===== config.mk =====
export PLATFORM = sky130hd
export DESIGN_NAME = triangle_normal
export DESIGN_NICKNAME = d
export VERILOG_FILES = /design/src/rtl/triangle_normal.sv
export SDC_FILE = /design/constraint.sdc
export NUM_CORES = 2
export LEC_CHECK = 0
export ABC_AREA = 1
export CAP_MARGIN = 5
export CELL_PAD_IN_SITES_DETAIL_PLACEMENT = 1
export CELL_PAD_IN_SITES_GLOBAL_PLACEMENT = 1
export CORE_ASPECT_RATIO = 0.75
export CORE_UTILIZATION = 45
export CTS_CLUSTER_SIZE = 24
export DETAILED_ROUTE_END_ITERATION = 10
export GPL_ROUTABILITY_DRIVEN = 0
export MAX_ROUTING_LAYER = met4
export PLACE_DENSITY = 0.8
export SYNTH_ARGS = -nofsm -noshare
export SYNTH_HDL_FRONTEND = slang
export SYNTH_SLANG_ARGS = --single-unit

===== constraint.sdc =====
create_clock -name clk -period 10 [get_ports clk]
set_clock_uncertainty 0.05 [all_clocks]
set_input_delay 2 -clock clk [delete_from_list [all_inputs] [get_ports clk]]
set_output_delay 2 -clock clk [all_outputs]
set_load 0.005 [all_outputs]

===== src/rtl/triangle_normal.sv =====
// triangle_normal: un-normalized face normal (v1-v0) x (v2-v0) in signed
// fixed point. One multiplier is shared across six cycles.
//
// Ports:
//   clk, rst        clock, synchronous active-high reset
//   in_valid/ready  vertex-triple handshake; ready only in IDLE and not in reset
//   v0, v1, v2      triangle vertices, captured on accept
//   out_valid/ready result handshake; result is held until taken
//   normal          saturated cross product
//   out_overflow    some intermediate or final value saturated
//   out_degenerate  normal is exactly zero and no overflow occurred

package fixed_point;
   localparam int FIXED_W          = 16;
   localparam int FIXED_FRACTION_W = 8;
   typedef logic signed [FIXED_W-1:0] fixed_point_t;
endpackage

package vector;
   import fixed_point::*;
   typedef struct packed {
      fixed_point_t x;
      fixed_point_t y;
      fixed_point_t z;
   } vector_t;
endpackage

module triangle_normal
   import fixed_point::*;
   import vector::*;
(
   input  logic    clk,
   input  logic    rst,
   input  logic    in_valid,
   output logic    in_ready,
   input  vector_t v0,
   input  vector_t v1,
   input  vector_t v2,
   output logic    out_valid,
   input  logic    out_ready,
   output vector_t normal,
   output logic    out_overflow,
   output logic    out_degenerate
);

   localparam int W = FIXED_W;
   localparam int F = FIXED_FRACTION_W;
   localparam fixed_point_t FMAX = {1'b0, {(W-1){1'b1}}};
   localparam fixed_point_t FMIN = {1'b1, {(W-1){1'b0}}};

   typedef enum logic [2:0] {S_IDLE, S_EDGE, S_MUL, S_SUB, S_DONE} state_t;

   // Saturating subtract; returns {overflow, result}.
   function automatic logic [W:0] sat_sub(input fixed_point_t a, input fixed_point_t b);
      logic [W:0] d;
      d = {a[W-1], a} - {b[W-1], b};
      if (d[W] != d[W-1]) return {1'b1, (d[W] ? FMIN : FMAX)};
      return {1'b0, d[W-1:0]};
   endfunction

   state_t              state_q;
   logic [2:0]          cnt_q;
   logic                ovf_q;
   vector_t             v0_q, v1_q, v2_q;
   vector_t             e1_q, e2_q;
   fixed_point_t [5:0]  p_q;
   vector_t             normal_q;
   logic                out_valid_q, out_overflow_q, out_degenerate_q;

   // ---------------- edge vectors ----------------
   logic [W:0] ex1_d, ey1_d, ez1_d, ex2_d, ey2_d, ez2_d;
   logic       edge_ovf_d;
   always_comb begin
      ex1_d = sat_sub(v1_q.x, v0_q.x);
      ey1_d = sat_sub(v1_q.y, v0_q.y);
      ez1_d = sat_sub(v1_q.z, v0_q.z);
      ex2_d = sat_sub(v2_q.x, v0_q.x);
      ey2_d = sat_sub(v2_q.y, v0_q.y);
      ez2_d = sat_sub(v2_q.z, v0_q.z);
      edge_ovf_d = ex1_d[W] | ey1_d[W] | ez1_d[W] | ex2_d[W] | ey2_d[W] | ez2_d[W];
   end

   // ---------------- shared multiplier ----------------
   fixed_point_t        opa_d, opb_d;
   logic [2*W-1:0]      prod_full_d;
   logic signed [2*W-1:0] prod_sh_d;
   logic                mul_ovf_d;
   fixed_point_t        mul_res_d;
   always_comb begin
      opa_d = '0;
      opb_d = '0;
      case (cnt_q)
         3'd0: begin opa_d = e1_q.y; opb_d = e2_q.z; end
         3'd1: begin opa_d = e1_q.z; opb_d = e2_q.y; end
         3'd2: begin opa_d = e1_q.z; opb_d = e2_q.x; end
         3'd3: begin opa_d = e1_q.x; opb_d = e2_q.z; end
         3'd4: begin opa_d = e1_q.x; opb_d = e2_q.y; end
         3'd5: begin opa_d = e1_q.y; opb_d = e2_q.x; end
         default: ;
      endcase
      // Sign-extended operands make the low 2W bits of the unsigned product
      // equal the two's-complement signed product.
      prod_full_d = {{W{opa_d[W-1]}}, opa_d} * {{W{opb_d[W-1]}}, opb_d};
      prod_sh_d   = $signed(prod_full_d) >>> F;
      // Fits in W bits only if the top W+1 bits are all equal.
      mul_ovf_d   = !((&prod_sh_d[2*W-1:W-1]) || !(|prod_sh_d[2*W-1:W-1]));
      mul_res_d   = mul_ovf_d ? (prod_sh_d[2*W-1] ? FMIN : FMAX) : prod_sh_d[W-1:0];
   end

   // ---------------- final subtract ----------------
   logic [W:0] nx_d, ny_d, nz_d;
   logic       ovf_fin_d;
   always_comb begin
      nx_d      = sat_sub(p_q[0], p_q[1]);
      ny_d      = sat_sub(p_q[2], p_q[3]);
      nz_d      = sat_sub(p_q[4], p_q[5]);
      ovf_fin_d = ovf_q | nx_d[W] | ny_d[W] | nz_d[W];
   end

   // ---------------- FSM ----------------
   always_ff @(posedge clk) begin
      if (rst) begin
         state_q          <= S_IDLE;
         cnt_q            <= '0;
         ovf_q            <= 1'b0;
         v0_q             <= '0;
         v1_q             <= '0;
         v2_q             <= '0;
         e1_q             <= '0;
         e2_q             <= '0;
         p_q              <= '0;
         normal_q         <= '0;
         out_valid_q      <= 1'b0;
         out_overflow_q   <= 1'b0;
         out_degenerate_q <= 1'b0;
      end else begin
         case (state_q)
            S_IDLE: begin
               if (in_valid) begin
                  v0_q    <= v0;
                  v1_q    <= v1;
                  v2_q    <= v2;
                  state_q <= S_EDGE;
               end
            end
            S_EDGE: begin
               e1_q    <= '{x: ex1_d[W-1:0], y: ey1_d[W-1:0], z: ez1_d[W-1:0]};
               e2_q    <= '{x: ex2_d[W-1:0], y: ey2_d[W-1:0], z: ez2_d[W-1:0]};
               ovf_q   <= ovf_q | edge_ovf_d;
               cnt_q   <= '0;
               state_q <= S_MUL;
            end
            S_MUL: begin
               p_q[cnt_q] <= mul_res_d;
               ovf_q      <= ovf_q | mul_ovf_d;
               if (cnt_q == 3'd5) begin
                  cnt_q   <= '0;
                  state_q <= S_SUB;
               end else begin
                  cnt_q <= cnt_q + 3'd1;
               end
            end
            S_SUB: begin
               normal_q         <= '{x: nx_d[W-1:0], y: ny_d[W-1:0], z: nz_d[W-1:0]};
               ovf_q            <= ovf_fin_d;
               out_overflow_q   <= ovf_fin_d;
               out_degenerate_q <= (nx_d[W-1:0] == '0) && (ny_d[W-1:0] == '0) &&
                                   (nz_d[W-1:0] == '0) && !ovf_fin_d;
               out_valid_q      <= 1'b1;
               state_q          <= S_DONE;
            end
            S_DONE: begin
               if (out_ready) begin
                  out_valid_q <= 1'b0;
                  ovf_q       <= 1'b0;
                  state_q     <= S_IDLE;
               end
            end
            default: state_q <= S_IDLE;
         endcase
      end
   end

   assign in_ready       = (state_q == S_IDLE) && !rst;
   assign out_valid      = out_valid_q;
   assign normal         = normal_q;
   assign out_overflow   = out_overflow_q;
   assign out_degenerate = out_degenerate_q;

endmodule


### M1 wires

Bar = 100 um. Supply wires on this layer in grey.
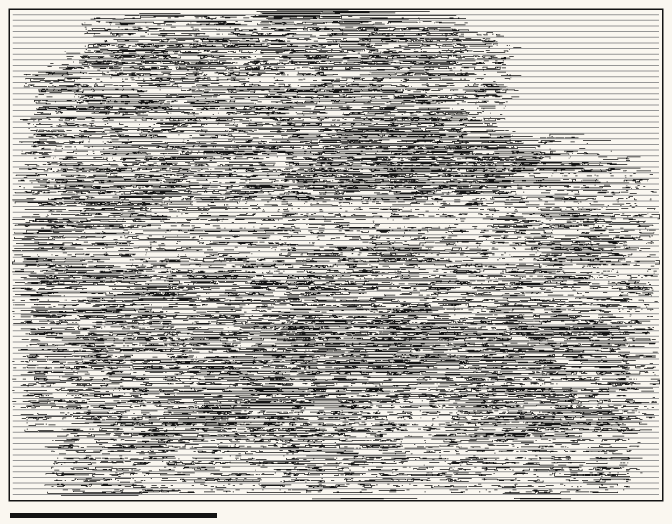
wire length on this layer	51.9 mm
share of all routed wire	48%
longest straight run	110 um
nets with wire on the layer	5122
number of vias after detailed routing: 30300
met1 global-route usage: 43.3%
final wirelength: 107 mm

### The metal 2 layer

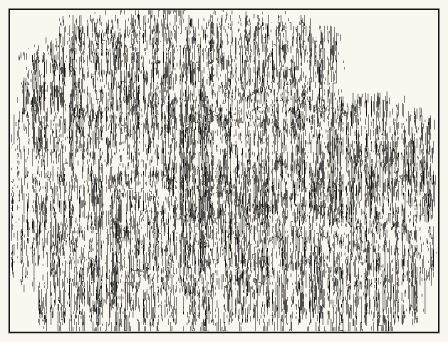
wire length on this layer	46.0 mm
longest straight run	56.6 um
main direction	vertical

### Signal wires on met3

Bar = 100 um.
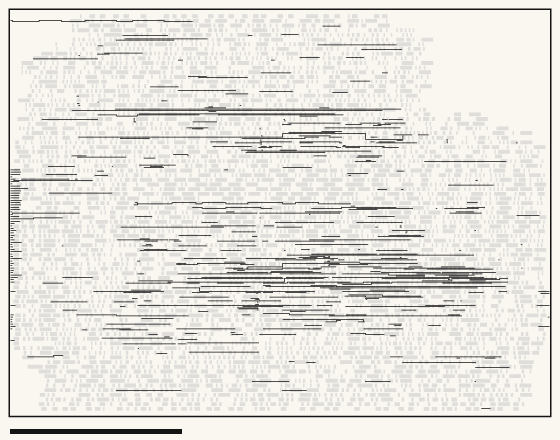
share of all routed wire	7.4%
longest straight run	181 um

### The metal 4 layer

Supply wires on this layer in grey.
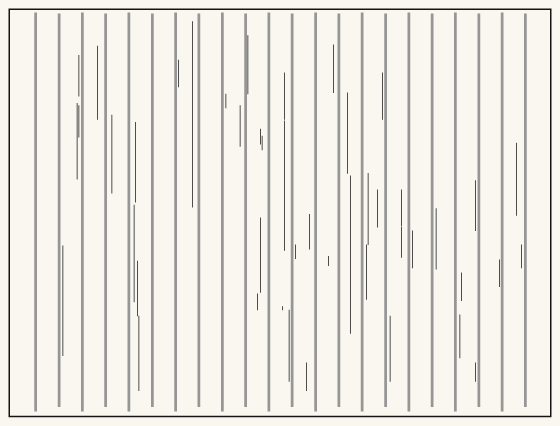
share of all routed wire	1.4%
wire length on this layer	1450 um
nets with wire on the layer	29
main direction	vertical

==> run notes <==
• **run status** finished with violations
• **failing checks** DRC
• **met3 usage** 5.19%
• **Crit Path Category** reg -> reg
• **top-count cell post-synth** sky130_fd_sc_hd__inv_1
• **Multi-input comb cells** 2970
• **Slowest-stage cell, CP** sky130_fd_sc_hd__fa_1
• **DRC violations left** 1
• **sequential power share** 20.7%
• **Async S/R FF share, synth** 0%
• **tap cells** 957
• **top comb family, area** adder cells
• **number of antenna cells inserted** 1
• **total number of placement rows** 85
• **simple-gate share of the synthesized area** 18.1%
• **pin count of the biggest net entering global routing** 220
• **Antenna Nets Post-Route** 0
• **commonest non-fill, non-tap cell in the layout** sky130_fd_sc_hd__inv_1
• **number of cell instances after yosys synthesis** 4565
• **arithmetic-cell share of the synthesized area counting full adders, half adders and majority gates** 25.6%
• **number of logic stages on the critical path including buffering** 33
• **Pint** 4.59 mW
• **final cell area excluding filler cells** 37200 um2
• **flip-flop and latch count after synthesis** 394
• **remaining global-route overflow** 0
• **number of post-CTS setup repair buffers** 0
• **clock buffer count from CTS** 44
• **setup repair after global routing missed its margin** no
• **leading cell types in the layout, fill and taps excluded** sky130_fd_sc_hd__inv_1, sky130_fd_sc_hd__nand2_1, sky130_fd_sc_hd__a21oi_1
• **fraction of synthesized cell area in xor and xnor cells** 1.17%
• **per-instance average area after synthesis** 7.21 um2
• **Place WS** 0.785 ns
• **non-clock buffer count in the final layout** 235
• **total power** 9.73 mW
• **layer carrying the most global-route usage** met2
• **number of ordinary inverters in the final layout** 1013
• **number of buffers and inverters on the critical path** 8
• **instance count along the most critical hold path** 2
• **hold buffers post-CTS** 0
• **antenna violations before repair** 2
Power is estimated from default activity; no workload was simulated.
